Figure 1. Metal 1.
Scale bar: 100 um. Cells faint in the background.
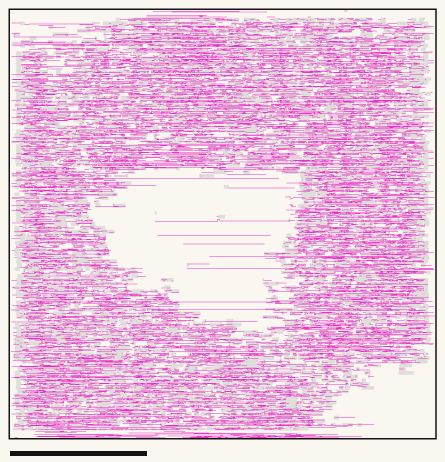
Figure 2. The metal 2 layer.
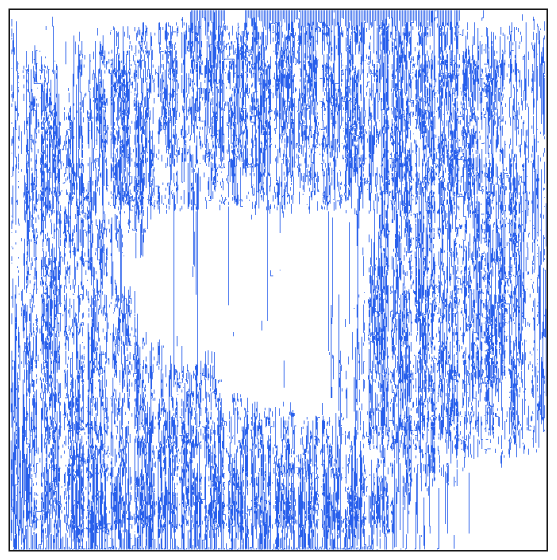
$ cat src/rtl/lpif_txrx_x4_asym2_quarter_master_gearbox_if.sv
// Bus bundle for the x4 asym2 quarter-rate master gearbox.
// Optional macro LPIF_QTR_TX_FLUSH_EN adds the tx_flush request signal.
// The master modport is the gearbox view; the slave modport is its environment.
interface lpif_txrx_x4_asym2_quarter_master_gearbox_if #(
    parameter int BEATS  = 4,
    parameter int BEAT_W = 77
);
    logic [BEAT_W-1:0]       up_beat_data;
    logic                    up_beat_vld;
    logic                    up_beat_rdy;
    logic [BEATS*BEAT_W-1:0] txfifo_upstream_data;
    logic                    txfifo_upstream_vld;
    logic                    txfifo_upstream_rdy;
    logic [BEATS*BEAT_W-1:0] rxfifo_downstream_data;
    logic                    rxfifo_downstream_vld;
    logic                    rxfifo_downstream_rdy;
    logic [BEAT_W-1:0]       dn_beat_data;
    logic                    dn_beat_vld;
    logic                    dn_beat_rdy;
    logic [1:0]              tx_beat_cnt;
    logic [1:0]              rx_beat_idx;
`ifdef LPIF_QTR_TX_FLUSH_EN
    logic                    tx_flush;
`endif

    modport master (
`ifdef LPIF_QTR_TX_FLUSH_EN
        input  tx_flush,
`endif
        input  up_beat_data, up_beat_vld, txfifo_upstream_rdy,
        input  rxfifo_downstream_data, rxfifo_downstream_vld, dn_beat_rdy,
        output up_beat_rdy, txfifo_upstream_data, txfifo_upstream_vld,
        output rxfifo_downstream_rdy, dn_beat_data, dn_beat_vld,
        output tx_beat_cnt, rx_beat_idx
    );

    modport slave (
`ifdef LPIF_QTR_TX_FLUSH_EN
        output tx_flush,
`endif
        output up_beat_data, up_beat_vld, txfifo_upstream_rdy,
        output rxfifo_downstream_data, rxfifo_downstream_vld, dn_beat_rdy,
        input  up_beat_rdy, txfifo_upstream_data, txfifo_upstream_vld,
        input  rxfifo_downstream_rdy, dn_beat_data, dn_beat_vld,
        input  tx_beat_cnt, rx_beat_idx
    );
endinterface

$ cat src/rtl/lpif_txrx_x4_asym2_quarter_master_gearbox.sv
// Master-side rate gearbox for the x4 asym2 quarter-rate LPIF link.
// TX packs four 77-bit beats into one 308-bit FIFO word; RX unpacks each
// 308-bit FIFO word back into four beats, beat k at [77k +: 77].
// Optional macro LPIF_QTR_TX_FLUSH_EN enables zero-padded flush of a partial TX word.
module lpif_txrx_x4_asym2_quarter_master_gearbox #(
    parameter int BEATS  = 4,
    parameter int BEAT_W = 77
) (
    input logic lclk,
    input logic rst,
    lpif_txrx_x4_asym2_quarter_master_gearbox_if.master bus
);
    localparam int WORD_W = BEATS * BEAT_W;

    logic [1:0]        r_tx_cnt;
    logic [BEAT_W-1:0] r_stage [0:BEATS-2];
    logic [WORD_W-1:0] r_tx_word;
    logic              r_tx_vld;
    logic [WORD_W-1:0] r_rx_word;
    logic              r_rx_loaded;
    logic [1:0]        r_rx_idx;

    logic              w_tx_hold;
    logic              w_tx_rdy;
    logic              w_tx_fire;
    logic              w_tx_load;
    logic [WORD_W-1:0] w_tx_word;
    logic              w_rx_rdy;
    logic              w_rx_take;

    // Output register is occupied and the FIFO refuses it this cycle
    assign w_tx_hold = r_tx_vld && !bus.txfifo_upstream_rdy;
    assign w_tx_fire = bus.up_beat_vld && w_tx_rdy;

`ifdef LPIF_QTR_TX_FLUSH_EN
    logic r_flush_pend;
    logic w_flush_any;
    logic w_flush_go;

    // A flush seen while the output register is held is remembered until it can load
    assign w_flush_any = bus.tx_flush || r_flush_pend;
    assign w_tx_rdy    = !(r_tx_cnt == 2'd3 && w_tx_hold) && !(w_flush_any && w_tx_hold);
    assign w_flush_go  = w_flush_any && (r_tx_cnt != 2'd0 || w_tx_fire) && !w_tx_hold;
    assign w_tx_load   = (w_tx_fire && r_tx_cnt == 2'd3) || w_flush_go;

    // Track a stalled flush request with a partial word behind it
    always_ff @(posedge lclk or posedge rst) begin
        if (rst) begin
            r_flush_pend <= 1'b0;
        end else if (w_flush_go) begin
            r_flush_pend <= 1'b0;
        end else if (bus.tx_flush && w_tx_hold && r_tx_cnt != 2'd0) begin
            r_flush_pend <= 1'b1;
        end
    end
`else
    assign w_tx_rdy  = !(r_tx_cnt == 2'd3 && w_tx_hold);
    assign w_tx_load = w_tx_fire && r_tx_cnt == 2'd3;
`endif

    // Assemble the outgoing word: filled staging slots, the incoming beat, zeros beyond
    always_comb begin
        w_tx_word = '0;
        for (int k = 0; k < BEATS - 1; k++) begin
            if (k < int'(r_tx_cnt)) begin
                w_tx_word[k*BEAT_W +: BEAT_W] = r_stage[k];
            end
        end
        if (w_tx_fire) begin
            w_tx_word[int'(r_tx_cnt)*BEAT_W +: BEAT_W] = bus.up_beat_data;
        end
    end

    // TX staging, beat counter and held output word
    always_ff @(posedge lclk or posedge rst) begin
        if (rst) begin
            r_tx_cnt  <= 2'd0;
            r_tx_word <= '0;
            r_tx_vld  <= 1'b0;
            for (int k = 0; k < BEATS - 1; k++) begin
                r_stage[k] <= '0;
            end
        end else begin
            if (w_tx_fire && r_tx_cnt != 2'd3) begin
                r_stage[r_tx_cnt] <= bus.up_beat_data;
            end
            if (w_tx_load) begin
                r_tx_cnt <= 2'd0;
            end else if (w_tx_fire) begin
                r_tx_cnt <= r_tx_cnt + 2'd1;
            end
            if (w_tx_load) begin
                r_tx_word <= w_tx_word;
                r_tx_vld  <= 1'b1;
            end else if (bus.txfifo_upstream_rdy) begin
                r_tx_vld  <= 1'b0;
            end
        end
    end

    // RX word accepted when empty, or when the last beat leaves this cycle; never during reset
    assign w_rx_rdy  = !rst && (!r_rx_loaded || (r_rx_idx == 2'd3 && bus.dn_beat_rdy));
    assign w_rx_take = bus.rxfifo_downstream_vld && w_rx_rdy;

    // RX word register and beat index
    always_ff @(posedge lclk or posedge rst) begin
        if (rst) begin
            r_rx_word   <= '0;
            r_rx_loaded <= 1'b0;
            r_rx_idx    <= 2'd0;
        end else if (w_rx_take) begin
            r_rx_word   <= bus.rxfifo_downstream_data;
            r_rx_loaded <= 1'b1;
            r_rx_idx    <= 2'd0;
        end else if (r_rx_loaded && bus.dn_beat_rdy) begin
            r_rx_idx <= r_rx_idx + 2'd1;
            if (r_rx_idx == 2'd3) begin
                r_rx_loaded <= 1'b0;
            end
        end
    end

    assign bus.up_beat_rdy           = w_tx_rdy;
    assign bus.txfifo_upstream_data  = r_tx_word;
    assign bus.txfifo_upstream_vld   = r_tx_vld;
    assign bus.tx_beat_cnt           = r_tx_cnt;
    assign bus.rxfifo_downstream_rdy = w_rx_rdy;
    assign bus.dn_beat_vld           = r_rx_loaded;
    assign bus.dn_beat_data          = r_rx_loaded ? r_rx_word[int'(r_rx_idx)*BEAT_W +: BEAT_W] : '0;
    assign bus.rx_beat_idx           = r_rx_idx;
endmodule
$ cat src/flat_wrapper.sv
// flat-port wrapper written by rule: the top's interface ports become plain ports
module lpif_txrx_x4_asym2_quarter_master_gearbox_flat 
#(
    parameter int BEATS  = 4,
    parameter int BEAT_W = 77
)
  (lclk, rst, bus_up_beat_data, bus_up_beat_vld, bus_txfifo_upstream_rdy, bus_rxfifo_downstream_data, bus_rxfifo_downstream_vld, bus_dn_beat_rdy, bus_up_beat_rdy, bus_txfifo_upstream_data, bus_txfifo_upstream_vld, bus_rxfifo_downstream_rdy, bus_dn_beat_data, bus_dn_beat_vld, bus_tx_beat_cnt, bus_rx_beat_idx);
  lpif_txrx_x4_asym2_quarter_master_gearbox_if #(.BEATS(BEATS), .BEAT_W(BEAT_W)) bus_i ();
  input logic lclk;
  input logic rst;
  input wire logic [$bits(bus_i.up_beat_data)-1:0] bus_up_beat_data;
  input wire logic [$bits(bus_i.up_beat_vld)-1:0] bus_up_beat_vld;
  input wire logic [$bits(bus_i.txfifo_upstream_rdy)-1:0] bus_txfifo_upstream_rdy;
  input wire logic [$bits(bus_i.rxfifo_downstream_data)-1:0] bus_rxfifo_downstream_data;
  input wire logic [$bits(bus_i.rxfifo_downstream_vld)-1:0] bus_rxfifo_downstream_vld;
  input wire logic [$bits(bus_i.dn_beat_rdy)-1:0] bus_dn_beat_rdy;
  output wire logic [$bits(bus_i.up_beat_rdy)-1:0] bus_up_beat_rdy;
  output wire logic [$bits(bus_i.txfifo_upstream_data)-1:0] bus_txfifo_upstream_data;
  output wire logic [$bits(bus_i.txfifo_upstream_vld)-1:0] bus_txfifo_upstream_vld;
  output wire logic [$bits(bus_i.rxfifo_downstream_rdy)-1:0] bus_rxfifo_downstream_rdy;
  output wire logic [$bits(bus_i.dn_beat_data)-1:0] bus_dn_beat_data;
  output wire logic [$bits(bus_i.dn_beat_vld)-1:0] bus_dn_beat_vld;
  output wire logic [$bits(bus_i.tx_beat_cnt)-1:0] bus_tx_beat_cnt;
  output wire logic [$bits(bus_i.rx_beat_idx)-1:0] bus_rx_beat_idx;
  assign bus_i.up_beat_data = bus_up_beat_data;
  assign bus_i.up_beat_vld = bus_up_beat_vld;
  assign bus_i.txfifo_upstream_rdy = bus_txfifo_upstream_rdy;
  assign bus_i.rxfifo_downstream_data = bus_rxfifo_downstream_data;
  assign bus_i.rxfifo_downstream_vld = bus_rxfifo_downstream_vld;
  assign bus_i.dn_beat_rdy = bus_dn_beat_rdy;
  assign bus_up_beat_rdy = bus_i.up_beat_rdy;
  assign bus_txfifo_upstream_data = bus_i.txfifo_upstream_data;
  assign bus_txfifo_upstream_vld = bus_i.txfifo_upstream_vld;
  assign bus_rxfifo_downstream_rdy = bus_i.rxfifo_downstream_rdy;
  assign bus_dn_beat_data = bus_i.dn_beat_data;
  assign bus_dn_beat_vld = bus_i.dn_beat_vld;
  assign bus_tx_beat_cnt = bus_i.tx_beat_cnt;
  assign bus_rx_beat_idx = bus_i.rx_beat_idx;
  lpif_txrx_x4_asym2_quarter_master_gearbox #(.BEATS(BEATS), .BEAT_W(BEAT_W)) u_core (.lclk(lclk), .rst(rst), .bus(bus_i));
endmodule
$ cat config.mk
export PLATFORM = sky130hd
export DESIGN_NAME = lpif_txrx_x4_asym2_quarter_master_gearbox_flat
export DESIGN_NICKNAME = d
export VERILOG_FILES = /design/src/rtl/lpif_txrx_x4_asym2_quarter_master_gearbox_if.sv /design/src/rtl/lpif_txrx_x4_asym2_quarter_master_gearbox.sv /design/src/flat_wrapper.sv
export SDC_FILE = /design/constraint.sdc
export NUM_CORES = 1
export LEC_CHECK = 0
export ABC_AREA = 1
export CAP_MARGIN = 20
export CORE_AREA = 3 3 308 310
export CTS_BUF_LIST = sky130_fd_sc_hd__clkbuf_8
export CTS_CLUSTER_DIAMETER = 40
export DETAILED_ROUTE_END_ITERATION = 10
export DIE_AREA = 0 0 311 313
export PLACE_DENSITY = 0.71
export SYNTH_ARGS = -nofsm -noshare
export SYNTH_HDL_FRONTEND = slang
export SYNTH_SLANG_ARGS = --single-unit
$ cat constraint.sdc
create_clock -name lclk -period 30.1 [get_ports lclk]
set_clock_uncertainty 0.15 [all_clocks]
set_input_delay 6.02 -clock lclk [delete_from_list [all_inputs] [get_ports lclk]]
set_output_delay 6.02 -clock lclk [all_outputs]
set_load 0.05 [all_outputs]
==> results_slide.txt <==
Physical Implementation Snapshot

Finish
  • Area Growth Syn to Fin: 27.9%
  • Filler cells: 8,612
  • Seq. cell area: 21,400 um2
  • Fin util: 0.559
  • Layout cells sized above 1: 0.0534
  • Layout Cells excl Fill: 7,173
  • Final instance area: 51,400 um2
  • Nets: 6,180
  • MI comb area: 16,100 um2

Final timing
  • Slew @ Worst Pin: 1.28 ns
  • Post-route setup TNS: 0 ns
  • Setup WS post-layout: 16.05 ns
  • Final hold viol count: 0
  • Fin crit share: 0.467
  • RSZ-0062 raised after global routing: false
  • Final Slew Violations: 0
  • Slew headroom: 0.145
  • Peak Freq: 71.2 MHz
  • Finish-stage setup viols: 0
  • Final hold slack: 0.312 ns

Worst setup path
  • Critical path arrival: 7.88 ns
  • Startpoint types: input pin
  • CP startpoint: bus_dn_beat_rdy
  • CP max-delay cell: clkdlybuf4s50_1
  • Buffer and inverter count on the worst path: 2
  • Cells along the critical path: clkdlybuf4s50_1 -> nand2_1 -> a21oi_4 -> clkdlybuf4s50_1
  • Crit-path max cell delay: 0.87 ns
  • FF-to-FF setup slack: 25.78 ns
  • Crit-path leading delay family: buffers and inverters
  • CP endpoint: bus_rxfifo_downstream_rdy
  • CP Depth: 4
  • Worst r2r path cells: 7
  • Worst path most repeated cell: clkdlybuf4s50_1
  • R2r endpoint: u_core.bus.txfifo_upstream_data[98]$_DFFE_PP0P_
  • CP Capture Type: output pin
  • Setup CP Type: in -> out
  • Maximum fanout along the worst path: 4

Global route
  • Initial antenna violation count: 39
  • GRT Util Overall: 0.306
  • Vias in the first global route: 36.6k
  • Grt ovf: 0
  • Largest net degree at the start of global routing: 234
  • First-pass GRT wire length: 230,000 um

Synthesis
  • Synth logic family: simple AND/OR/NAND/NOR gates
  • XOR-XNOR Cells, Area Fraction: 0
  • Area leader share: 0.531
  • Biggest area cells: dfrtp_1 (53%), nand2_1 (15%), nor2_1 (6.7%)
  • Yosys chip area: 40,200 um2
  • Dominant flop cell: dfrtp_1
  • Flip-flops with a built-in enable: 0
  • Synth area leader: dfrtp_1
  • Number of distinct library cells after synthesis: 25
  • Post-synthesis cell type with the largest instance count: nand2_1
  • Syn_nets: 5,605
  • FFs w/ async S/R, synth: 1.00
  • Post-synthesis instance total: 5,207
  • Area fraction in compound gates: 0.113
  • Mux frac, synth: 0
  • Synth Seq Share: 0.531
  • Netlist Area Pre-Place: 40,200 um2
  • Yosys adder share: 0.00218
  • Yosys cell count: 5,207
  • Top cells by count, synth: nand2_1 (1,608), dfrtp_1 (853), nor2_1 (722)
  • Registers, synthesis: 853
  • Simple-gate area share of the yosys netlist: 0.283
  • Avg Cell Area, Syn: 7.72 um2

Power
  • Flop+latch power: 1.92 mW
  • Total leakage power: 25.0 nW
  • Sequential power share: 0.313
  • Comb pwr: 3.08 mW
  • Comb power frac: 0.500
  • Sw Share: 0.487
  • Final total power: 6.16 mW
  • Pwr top: combinational logic
  • Worst vdd ir: 0.0945 mV
  • Int Power: 3.16 mW
  • Psw: 3.00 mW
  • Clock net power: 1.16 mW
  • Clock power frac: 0.188

Drt
  • Initial DRC Count: 4,492
  • Drt wl/cell: 21.4 um
  • Vias per cell: 5.38
  • DRT Pass-1 Iters: 8
  • Post-route DRC violation count: 0
  • Detail Route Antenna Nets: 0

Die
  • Die Span Y: 313 um
  • Die area: 97,300 um2
  • Row Count: 111
  • Die Span X: 311 um
  • Boundary Pins: 784
  • Fp_density: 0.437

Place
  • Hpwl dp: 98,100 um
  • GP Congestion: 0.902
  • Dpl cells: 6,866
  • Post-Place Worst Slack: 16.07 ns
  • Dpl cell area: 48,000 um2
  • I/O Buffers: 783

Clock network
  • Clk latency late pin: 0.83 ns
  • Reg clk slew, reported paths: 0.05 ns
  • Hold_buf cts: 0
  • CTS Buf Count: 155
  • Clock Sinks: 853
  • Post-CTS Setup Bufs: 0
  • TritonCTS clock tree: built
  • Root Buffer: clkbuf_8
  • CTS-repair resized insts: 0
  • H-Tree Depth: 4
  • CTS max path bufs: 3

Hold path
  • Hold_sp: u_core.r_rx_word[282]$_DFFE_PP0P_
  • Min-delay worst type: reg -> reg
  • Min-Delay Endpoint: u_core.r_rx_word[282]$_DFFE_PP0P_
  • Hold Crit Depth: 2

Flow run
  • Tool warning count: 55
  • Max-cap violations: 0

Run status
  • Status: complete, no violations
About Figure 1:
main direction	horizontal
wire length on this layer	60.2 mm
longest straight run	172 um
GR Layer Usage met1: 0.391
final wirelength: 153,000 um
DR vias: 38.6k

About Figure 2:
nets with wire on the layer	4,593
share of all routed wire	46%
wire length on this layer	70.0 mm
GR Util met2: 0.473

[layout by cell type (no fill, tap or decap), types with 3 or more instances in the layout]
| cell type | count |
|---|---|
| a21oi_1 | 288 |
| buf_12 | 8 |
| buf_4 | 39 |
| bufinv_16 | 8 |
| clkbuf_8 | 192 |
| clkdlybuf4s50_1 | 782 |
| clkinv_2 | 13 |
| clkinvlp_4 | 14 |
| dfrtp_1 | 849 |
| dfrtp_4 | 3 |
| diode_2 | 28 |
| ha_4 | 5 |
| inv_1 | 224 |
| inv_2 | 6 |
| inv_8 | 3 |
| nand2_1 | 1605 |
| nand2_4 | 4 |
| nand3_1 | 430 |
| nand3_4 | 4 |
| nor2_1 | 720 |
| nor3_1 | 69 |
| o21ai_0 | 363 |
| o21ai_1 | 253 |
[layout make-up]
class,count,area share
repair buffers,831,0.162
clock buffers,191,0.0512
clock inverters,86,0.0125
inverters,187,0.0139
flip-flops and latches,853,0.416
multi-input cells,3754,0.313
well taps,1243,0.0303
diodes,28,0.00136
[kinds of logic (layout without fill, tap and decap cells)]
| group | Yosys count | in the layout |
|---|---|---|
| flops | 853 | 853 |
| fa+ha+maj | 7 | 7 |
| simple gates | 2842 | 2842 |
| buf+inv | 600 | 1295 |
| compound gates | 905 | 905 |
| other cells | 0 | 28 |
[routing by layer]
layer,global-route usage,vias to the layer above,share of wire
met5,0,-,0.0010
met4,0.156,24,0.048
met3,0.0928,392,0.10
met2,0.473,1950,0.46
met1,0.391,18400,0.39
li1,-,17900,-
[state kept, by name, summed over array words and instances (netlist names)]
name,count
u_core.bus.txfifo_upstream_vld,1
u_core.bus.tx_beat_cnt,2
u_core.r_stage,231
u_core.bus.rx_beat_idx,2
u_core.r_rx_word,308
u_core.bus.txfifo_upstream_data,308
u_core.bus.dn_beat_vld,1
Power and IR drop assume default switching activity.
